### src/rtl/ram_arbiter_pkg.sv
// -----------------------------------------------------------------------------
// ram_arbiter_pkg
// Shared types and constants for the two-port RAM arbiter.
//   port_id_t    : identifies requester 0 or 1
//   READ_LATENCY : cycles from read transfer to rvalid (issue + response stage)
//   req_tag_t    : request record carried down the issue/response pipeline
// -----------------------------------------------------------------------------
package ram_arbiter_pkg;

   typedef logic port_id_t;

   localparam port_id_t PORT0 = 1'b0;
   localparam port_id_t PORT1 = 1'b1;

   localparam int READ_LATENCY = 2;

   typedef struct packed {
      logic     valid;
      logic     we;
      port_id_t id;
   } req_tag_t;

endpackage

### src/rtl/ram_arbiter_if.sv
// -----------------------------------------------------------------------------
// ram_arbiter_if
// One requester port of the RAM arbiter.
//   valid/ready : access handshake, transfer when both are 1
//   we          : 1 = write, 0 = read
//   addr/wdata  : access address and write data
//   rvalid/rdata: read response, no backpressure
// master = requester side, slave = arbiter side.
// -----------------------------------------------------------------------------
interface ram_arbiter_if #(
   parameter int addr_width = 9,
   parameter int data_width = 8
);
   logic                  valid;
   logic                  ready;
   logic                  we;
   logic [addr_width-1:0] addr;
   logic [data_width-1:0] wdata;
   logic                  rvalid;
   logic [data_width-1:0] rdata;

   modport master (output valid, we, addr, wdata, input  ready, rvalid, rdata);
   modport slave  (input  valid, we, addr, wdata, output ready, rvalid, rdata);
endinterface

### src/rtl/rr_arbiter2.sv
// -----------------------------------------------------------------------------
// rr_arbiter2
// Two-input round-robin grant logic with its priority pointer.
//   clk, rst : clock, asynchronous active-high reset
//   req_i    : request per port
//   grant_o  : one-hot grant, combinational from req_i and the pointer,
//              forced to zero while rst is high
// The pointer remembers the most recently granted port; on contention the
// other port wins. After reset it points at port 1 so port 0 wins first.
// -----------------------------------------------------------------------------
module rr_arbiter2
   import ram_arbiter_pkg::*;
(
   input  logic       clk,
   input  logic       rst,
   input  logic [1:0] req_i,
   output logic [1:0] grant_o
);

   port_id_t last_q;
   port_id_t last_d;

   // NOTE: every signal driven in always_comb gets a default first, so no latch is inferred.
   always_comb begin
      grant_o = 2'b00;
      if (!rst) begin
         case (req_i)
            2'b01:   grant_o = 2'b01;
            2'b10:   grant_o = 2'b10;
            2'b11:   grant_o = (last_q == PORT0) ? 2'b10 : 2'b01;
            default: grant_o = 2'b00;
         endcase
      end
   end

   // A grant is always a transfer (grant implies valid), so the pointer
   // moves exactly on transfers.
   always_comb begin
      last_d = last_q;
      if (grant_o != 2'b00) last_d = grant_o[1];
   end

   // NOTE: sequential state uses non-blocking assignments so every register samples pre-edge values.
   always_ff @(posedge clk or posedge rst) begin
      if (rst) last_q <= PORT1;
      else     last_q <= last_d;
   end

endmodule

### src/rtl/ram_arbiter.sv
// -----------------------------------------------------------------------------
// ram_arbiter
// Arbitrates two requesters onto one external registered-output RAM.
//   clk, rst     : clock, asynchronous active-high reset
//   p0, p1       : requester ports (ram_arbiter_if.slave)
//   ram_write_en : RAM write enable        (registered)
//   ram_waddr    : RAM write address       (registered, holds when idle)
//   ram_din      : RAM write data          (registered, holds when idle)
//   ram_raddr    : RAM read address        (registered, holds when idle)
//   ram_dout     : RAM read data, one cycle after ram_raddr is sampled
// Transfer in cycle T -> RAM access presented in T+1 -> rvalid/rdata in T+2.
// -----------------------------------------------------------------------------
module ram_arbiter
   import ram_arbiter_pkg::*;
#(
   parameter int addr_width = 9,
   parameter int data_width = 8
) (
   input  logic                  clk,
   input  logic                  rst,
   ram_arbiter_if.slave          p0,
   ram_arbiter_if.slave          p1,
   output logic                  ram_write_en,
   output logic [addr_width-1:0] ram_waddr,
   output logic [data_width-1:0] ram_din,
   output logic [addr_width-1:0] ram_raddr,
   input  logic [data_width-1:0] ram_dout
);

   logic [1:0]            grant;
   logic                  xfer;
   port_id_t              sel_id;
   logic                  sel_we;
   logic [addr_width-1:0] sel_addr;
   logic [data_width-1:0] sel_wdata;

   logic                  ram_write_en_q;
   logic [addr_width-1:0] ram_waddr_q;
   logic [data_width-1:0] ram_din_q;
   logic [addr_width-1:0] ram_raddr_q;

   // tag_q[0] is the issue stage, tag_q[READ_LATENCY-1] the response stage.
   req_tag_t              tag_q [READ_LATENCY];
   req_tag_t              issue_d;
   req_tag_t              rsp;
   logic [1:0]            rvalid;
   logic [data_width-1:0] p0_rdata_q;
   logic [data_width-1:0] p1_rdata_q;

   rr_arbiter2 u_arb (
      .clk     (clk),
      .rst     (rst),
      .req_i   ({p1.valid, p0.valid}),
      .grant_o (grant)
   );

   assign p0.ready = grant[0];
   assign p1.ready = grant[1];

   // Grant is one-hot, so grant[1] alone selects the winning port.
   assign xfer      = |grant;
   assign sel_id    = grant[1];
   assign sel_we    = sel_id ? p1.we    : p0.we;
   assign sel_addr  = sel_id ? p1.addr  : p0.addr;
   assign sel_wdata = sel_id ? p1.wdata : p0.wdata;

   assign issue_d = '{valid: xfer, we: sel_we, id: sel_id};

   always_ff @(posedge clk or posedge rst) begin
      if (rst) begin
         ram_write_en_q <= 1'b0;
         ram_waddr_q    <= '0;
         ram_din_q      <= '0;
         ram_raddr_q    <= '0;
         for (int i = 0; i < READ_LATENCY; i++) tag_q[i] <= '0;
      end else begin
         ram_write_en_q <= xfer && sel_we;
         if (xfer && sel_we) begin
            ram_waddr_q <= sel_addr;
            ram_din_q   <= sel_wdata;
         end
         if (xfer && !sel_we) ram_raddr_q <= sel_addr;
         tag_q[0] <= issue_d;
         for (int i = 1; i < READ_LATENCY; i++) tag_q[i] <= tag_q[i-1];
      end
   end

   assign ram_write_en = ram_write_en_q;
   assign ram_waddr    = ram_waddr_q;
   assign ram_din      = ram_din_q;
   assign ram_raddr    = ram_raddr_q;

   // Writes travel down the pipeline too but never raise rvalid.
   assign rsp       = tag_q[READ_LATENCY-1];
   assign rvalid[0] = rsp.valid && !rsp.we && (rsp.id == PORT0);
   assign rvalid[1] = rsp.valid && !rsp.we && (rsp.id == PORT1);

   // ram_dout is only meaningful in the response cycle; capture it there so
   // rdata keeps showing the last response afterwards.
   always_ff @(posedge clk or posedge rst) begin
      if (rst) begin
         p0_rdata_q <= '0;
         p1_rdata_q <= '0;
      end else begin
         if (rvalid[0]) p0_rdata_q <= ram_dout;
         if (rvalid[1]) p1_rdata_q <= ram_dout;
      end
   end

   assign p0.rvalid = rvalid[0];
   assign p1.rvalid = rvalid[1];
   assign p0.rdata  = rvalid[0] ? ram_dout : p0_rdata_q;
   assign p1.rdata  = rvalid[1] ? ram_dout : p1_rdata_q;

endmodule

### src/flat_wrapper.sv
// flat-port wrapper written by rule: the top's interface ports become plain ports
module ram_arbiter_flat import ram_arbiter_pkg::*;
#(
   parameter int addr_width = 9,
   parameter int data_width = 8
)
  (clk, rst, ram_write_en, ram_waddr, ram_din, ram_raddr, ram_dout, p0_valid, p0_we, p0_addr, p0_wdata, p0_ready, p0_rvalid, p0_rdata, p1_valid, p1_we, p1_addr, p1_wdata, p1_ready, p1_rvalid, p1_rdata);
  ram_arbiter_if #(.addr_width(addr_width), .data_width(data_width)) p0_i ();
  ram_arbiter_if #(.addr_width(addr_width), .data_width(data_width)) p1_i ();
  input  logic clk;
  input  logic rst;
  output logic ram_write_en;
  output logic [addr_width-1:0] ram_waddr;
  output logic [data_width-1:0] ram_din;
  output logic [addr_width-1:0] ram_raddr;
  input  logic [data_width-1:0] ram_dout;
  input wire logic [$bits(p0_i.valid)-1:0] p0_valid;
  input wire logic [$bits(p0_i.we)-1:0] p0_we;
  input wire logic [$bits(p0_i.addr)-1:0] p0_addr;
  input wire logic [$bits(p0_i.wdata)-1:0] p0_wdata;
  output wire logic [$bits(p0_i.ready)-1:0] p0_ready;
  output wire logic [$bits(p0_i.rvalid)-1:0] p0_rvalid;
  output wire logic [$bits(p0_i.rdata)-1:0] p0_rdata;
  input wire logic [$bits(p1_i.valid)-1:0] p1_valid;
  input wire logic [$bits(p1_i.we)-1:0] p1_we;
  input wire logic [$bits(p1_i.addr)-1:0] p1_addr;
  input wire logic [$bits(p1_i.wdata)-1:0] p1_wdata;
  output wire logic [$bits(p1_i.ready)-1:0] p1_ready;
  output wire logic [$bits(p1_i.rvalid)-1:0] p1_rvalid;
  output wire logic [$bits(p1_i.rdata)-1:0] p1_rdata;
  assign p0_i.valid = p0_valid;
  assign p0_i.we = p0_we;
  assign p0_i.addr = p0_addr;
  assign p0_i.wdata = p0_wdata;
  assign p0_ready = p0_i.ready;
  assign p0_rvalid = p0_i.rvalid;
  assign p0_rdata = p0_i.rdata;
  assign p1_i.valid = p1_valid;
  assign p1_i.we = p1_we;
  assign p1_i.addr = p1_addr;
  assign p1_i.wdata = p1_wdata;
  assign p1_ready = p1_i.ready;
  assign p1_rvalid = p1_i.rvalid;
  assign p1_rdata = p1_i.rdata;
  ram_arbiter #(.addr_width(addr_width), .data_width(data_width)) u_core (.clk(clk), .rst(rst), .p0(p0_i), .p1(p1_i), .ram_write_en(ram_write_en), .ram_waddr(ram_waddr), .ram_din(ram_din), .ram_raddr(ram_raddr), .ram_dout(ram_dout));
endmodule
### config.mk
export PLATFORM = sky130hd
export DESIGN_NAME = ram_arbiter_flat
export DESIGN_NICKNAME = d
export VERILOG_FILES = /design/src/rtl/ram_arbiter_pkg.sv /design/src/rtl/ram_arbiter_if.sv /design/src/rtl/rr_arbiter2.sv /design/src/rtl/ram_arbiter.sv /design/src/flat_wrapper.sv
export SDC_FILE = /design/constraint.sdc
export NUM_CORES = 1
export LEC_CHECK = 0
export CELL_PAD_IN_SITES_DETAIL_PLACEMENT = 2
export CELL_PAD_IN_SITES_GLOBAL_PLACEMENT = 2
export CORE_ASPECT_RATIO = 1.1
export CORE_MARGIN = 3
export CORE_UTILIZATION = 27
export CTS_BUF_LIST = sky130_fd_sc_hd__clkbuf_2 sky130_fd_sc_hd__clkbuf_4 sky130_fd_sc_hd__clkbuf_8
export DETAILED_ROUTE_END_ITERATION = 8
export GPL_TIMING_DRIVEN = 1
export PLACE_DENSITY = 0.87
export REMOVE_ABC_BUFFERS = 1
export SYNTH_ARGS = -nofsm -noshare
export SYNTH_HDL_FRONTEND = slang
export SYNTH_SLANG_ARGS = --single-unit
### constraint.sdc
create_clock -name clk -period 2.38 [get_ports clk]
set_input_delay 0.238 -clock clk [delete_from_list [all_inputs] [get_ports clk]]
set_output_delay 0.238 -clock clk [all_outputs]
set_load 0.02 [all_outputs]
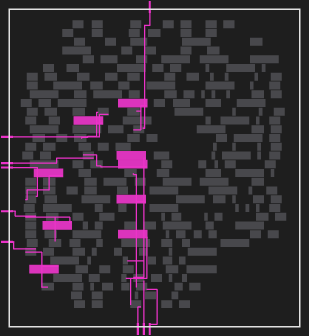
**Above:** wires at chosen ports, followed through buffers.
magenta -> ram_waddr  # direction output, end cells 9, buffers 9, wire 405 um
Port Buffers: 94
Ports: 95

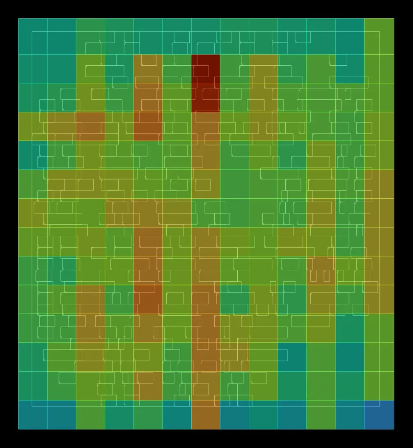
**Above:** routing congestion map.
post-DR wirelength/cell: 16.38 um
global route hottest layer: met2
met1 Use GR: 0.1438
M3 GR Usage: 0.04854

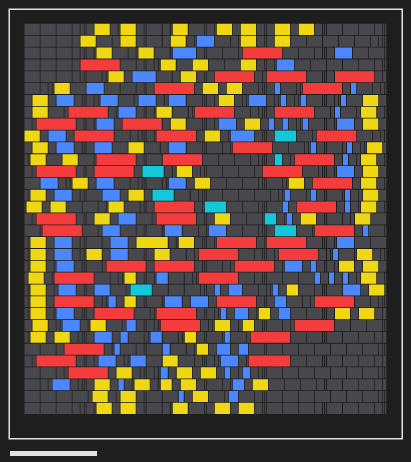
**Above:** placement by cell class.
The bar under the picture is 20 um long. Fill, decap, tap and diode cells in grey.
red -> flip-flops  # cells 50, share of their area 40%
blue -> all other logic  # cells 97, share of their area 25%
yellow -> other buffers and delay cells  # cells 103, share of their area 32%
cyan -> clock drivers and dummy loads  # cells 8, share of their area 3.0%
Seq/total area: 0.3809
core area: 7473 um2
row cnt: 33
post-route cell area: 3288 um2

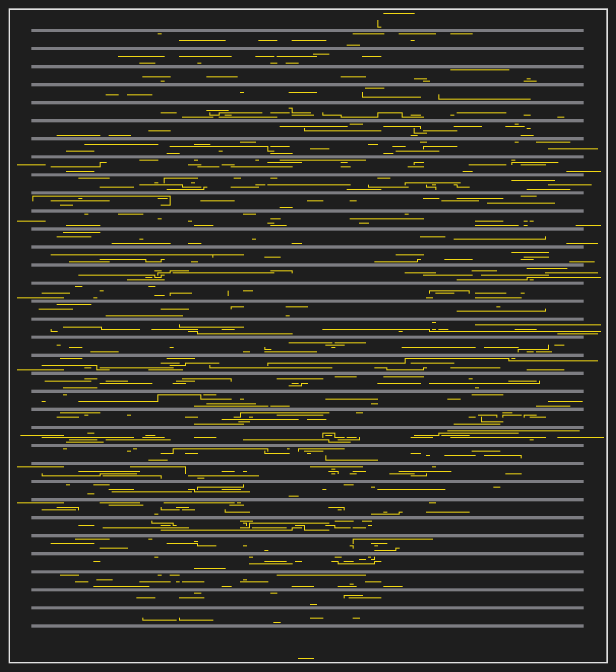
**Above:** signal wires on met1.
Supply wires on this layer in grey.
longest straight run = 29.0 um
share of all routed wire = 37%

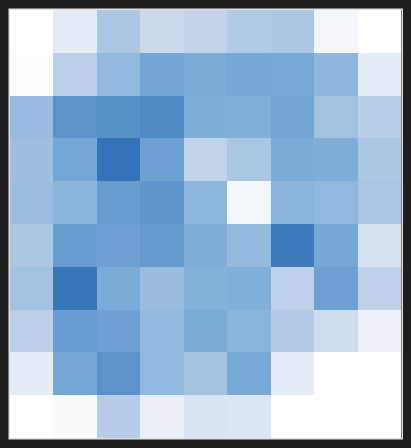
**Above:** cell density map.
9 x 10 tiles, from white (low) to dark blue (high), 0 to 100% covered.
nearly empty tiles = 10%
mean over tiles = 36%
densest ninth of the die = left middle
fullest tile = 73%
emptiest ninth of the die = bottom right

==> reports/metrics.csv <==
metric;value;unit
final_common_cell;clkdlybuf4s50_1;
cts_max_level;2;
synth_area;2091;um2
clk_pin_slew_worst_paths;0.08;ns
hold_violations;0;
clock_latency;0.30;ns
top_cells_by_area;dfrtp_1 59%, mux2_2 23%, nand2_1 4.7%, mux2_4 2.2%, buf_6 1.6%;
syn_avg_cell_area;13.67;um2
crit_family;buffers and inverters;
arrival;2.02;ns
gp_congestion;0.7339;
yosys_cells;153;
ant_nets;0;
die_h;98.29;um
postSynthSeqShare;0.5990;
crit_chain;nor3b_1, buf_4, mux2_2, clkdlybuf4s50_1;
drtIter0Drc;24;
routed.top_layer;met4;
ys_sh_mux;0.2627;
cts_hold_buf;0;
netlist_instances;153;
yosysTopAreaCellShare;0.5865;
postCtsResizedCells;0;
drc;0;
ys_sh_adder;0;
aoi_share;0.03591;
openroad.warnings;25;
wl;5946;um
vdd_drop_max;287.0;uV
cts_root_buf;clkbuf_8;
layout_top_cells;94 x clkdlybuf4s50_1, 49 x dfrtp_1, 43 x mux2_2;
grt_pass1_wl;9597;um
ys.flops;50;
ys_chip_area;2091;um2
crit_type;register to output port;
fp_util;0.2798;
p_leak;0.001365;uW
synthDistinctLibCells;25;
finClkSkew;0.008297;ns
p_per_area;834.6;nW/um2
clkSinkCount;50;
dr.pass1.iters;3;
outcome;finished, final reports clean;
grt_max_degree;30;
startpoint_type;register;
wl_met3;395;um
fin_setup_tns;0;ns
ys_sh_simple;0.07481;
synth-xor-area-share;0;
cts_inserted_buffers;5;
crit_buf_inv;2;
cp.required;2.14;ns
finalWorstSetupSlack;0.1216;ns
largest_area_cell;dfrtp_1;
wl_met2;3225;um
antenna_found_initial;0;
nets;305;
max_stage_delay;0.54;ns
drv_cap;0;
post_cts_buffers;0;
crit_fanout;9;
grt_setup_unrepaired;false;
crit_slowest_cell;clkdlybuf4s50_1;
place_area;3193;um2
cts_tree;built;
critPathCaptureType;output port;
die_w;89.90;um
period_needed;2.258;ns
yosysWarningCount;0;
maxSlewHeadroom;0.6495;
fmax;0.4428;GHz
insertedDiodeCount;0;
avgViaCountPerCell;4.427;
grt_overflow;0;
chipArea;8836;um2
met1Wirelength;2200;um
drive_gt1_frac;0.2674;
vias;1607;
place_ws;0.1649;ns
grt_util_met2;0.2598;
finalMaxSlewViolations;0;
area_growth_syn_to_layout;57.27;%
fin_crit_sh;0.9489;
post-dp-hpwl;4804;um
clockBufferDepth;2;
through the flow:
step | utilization | power, uW | std cells | hold WS, ns
final | 0.4400 | 2744 | 363 | 0.3595
after detailed placement | 0.4273 | 2275 | 355 | 0.3372
after global placement | 0.4273 | 2235 | 355 | 0.3327
after floorplan | - | 1671 | 147 | 0.3021
after global routing | 0.4400 | 2928 | 363 | 0.3733
after CTS | 0.4400 | 2802 | 363 | 0.3655
where the power goes:
group	switching, uW	internal (uW)	total [uW]
clock	273	234	507
combinational	516	577	1090
sequential	90.8	1050	1140
total	880	1860	2740
cell type report:
class	count	area, um2
Clock inverter	2	12.51
Sequential cell	50	1252
Timing Repair Buffer	103	1021
Fill cell	778	4185
Multi-Input combinational cell	95	780.7
Clock buffer	6	82.58
Tap cell	105	131.4
Inverter	2	7.507
worst paths after layout:
kind                                     start             endpoint  slack (ns)  cells after the start
min in group asynchronous                  rst      u_core.tag_q[5]        0.38                      3
max in group asynchronous                  rst    u_core.ram_din[3]        1.70                      3
hold reg to reg                u_core.tag_q[5]        u_core.rsp[2]        0.36                      0
setup / recovery                 u_core.rsp[1]          p0_rdata[7]        0.12                      4
setup reg to reg           u_core.u_arb.last_q  u_core.ram_waddr[2]        0.60                      5
hold / removal                 u_core.tag_q[5]        u_core.rsp[2]        0.36                      0
cell usage after synthesis:
master,count
inv_2,1
dfstp_2,1
clkinv_1,1
and3_2,1
mux2_4,3
buf_4,1
clkbuf_1,1
mux2_2,43
nor3b_1,1
and2_4,1
nor2_2,1
a31oi_1,1
a21oi_1,1
mux2i_1,2
a21boi_2,1
buf_6,3
nand3b_1,1
buf_2,1
nand2b_1,1
dfrtp_1,49
a32oi_1,2
nand2_1,26
o21ai_0,4
nor2_1,4
o31ai_1,2
Power is estimated from default activity; no workload was simulated.
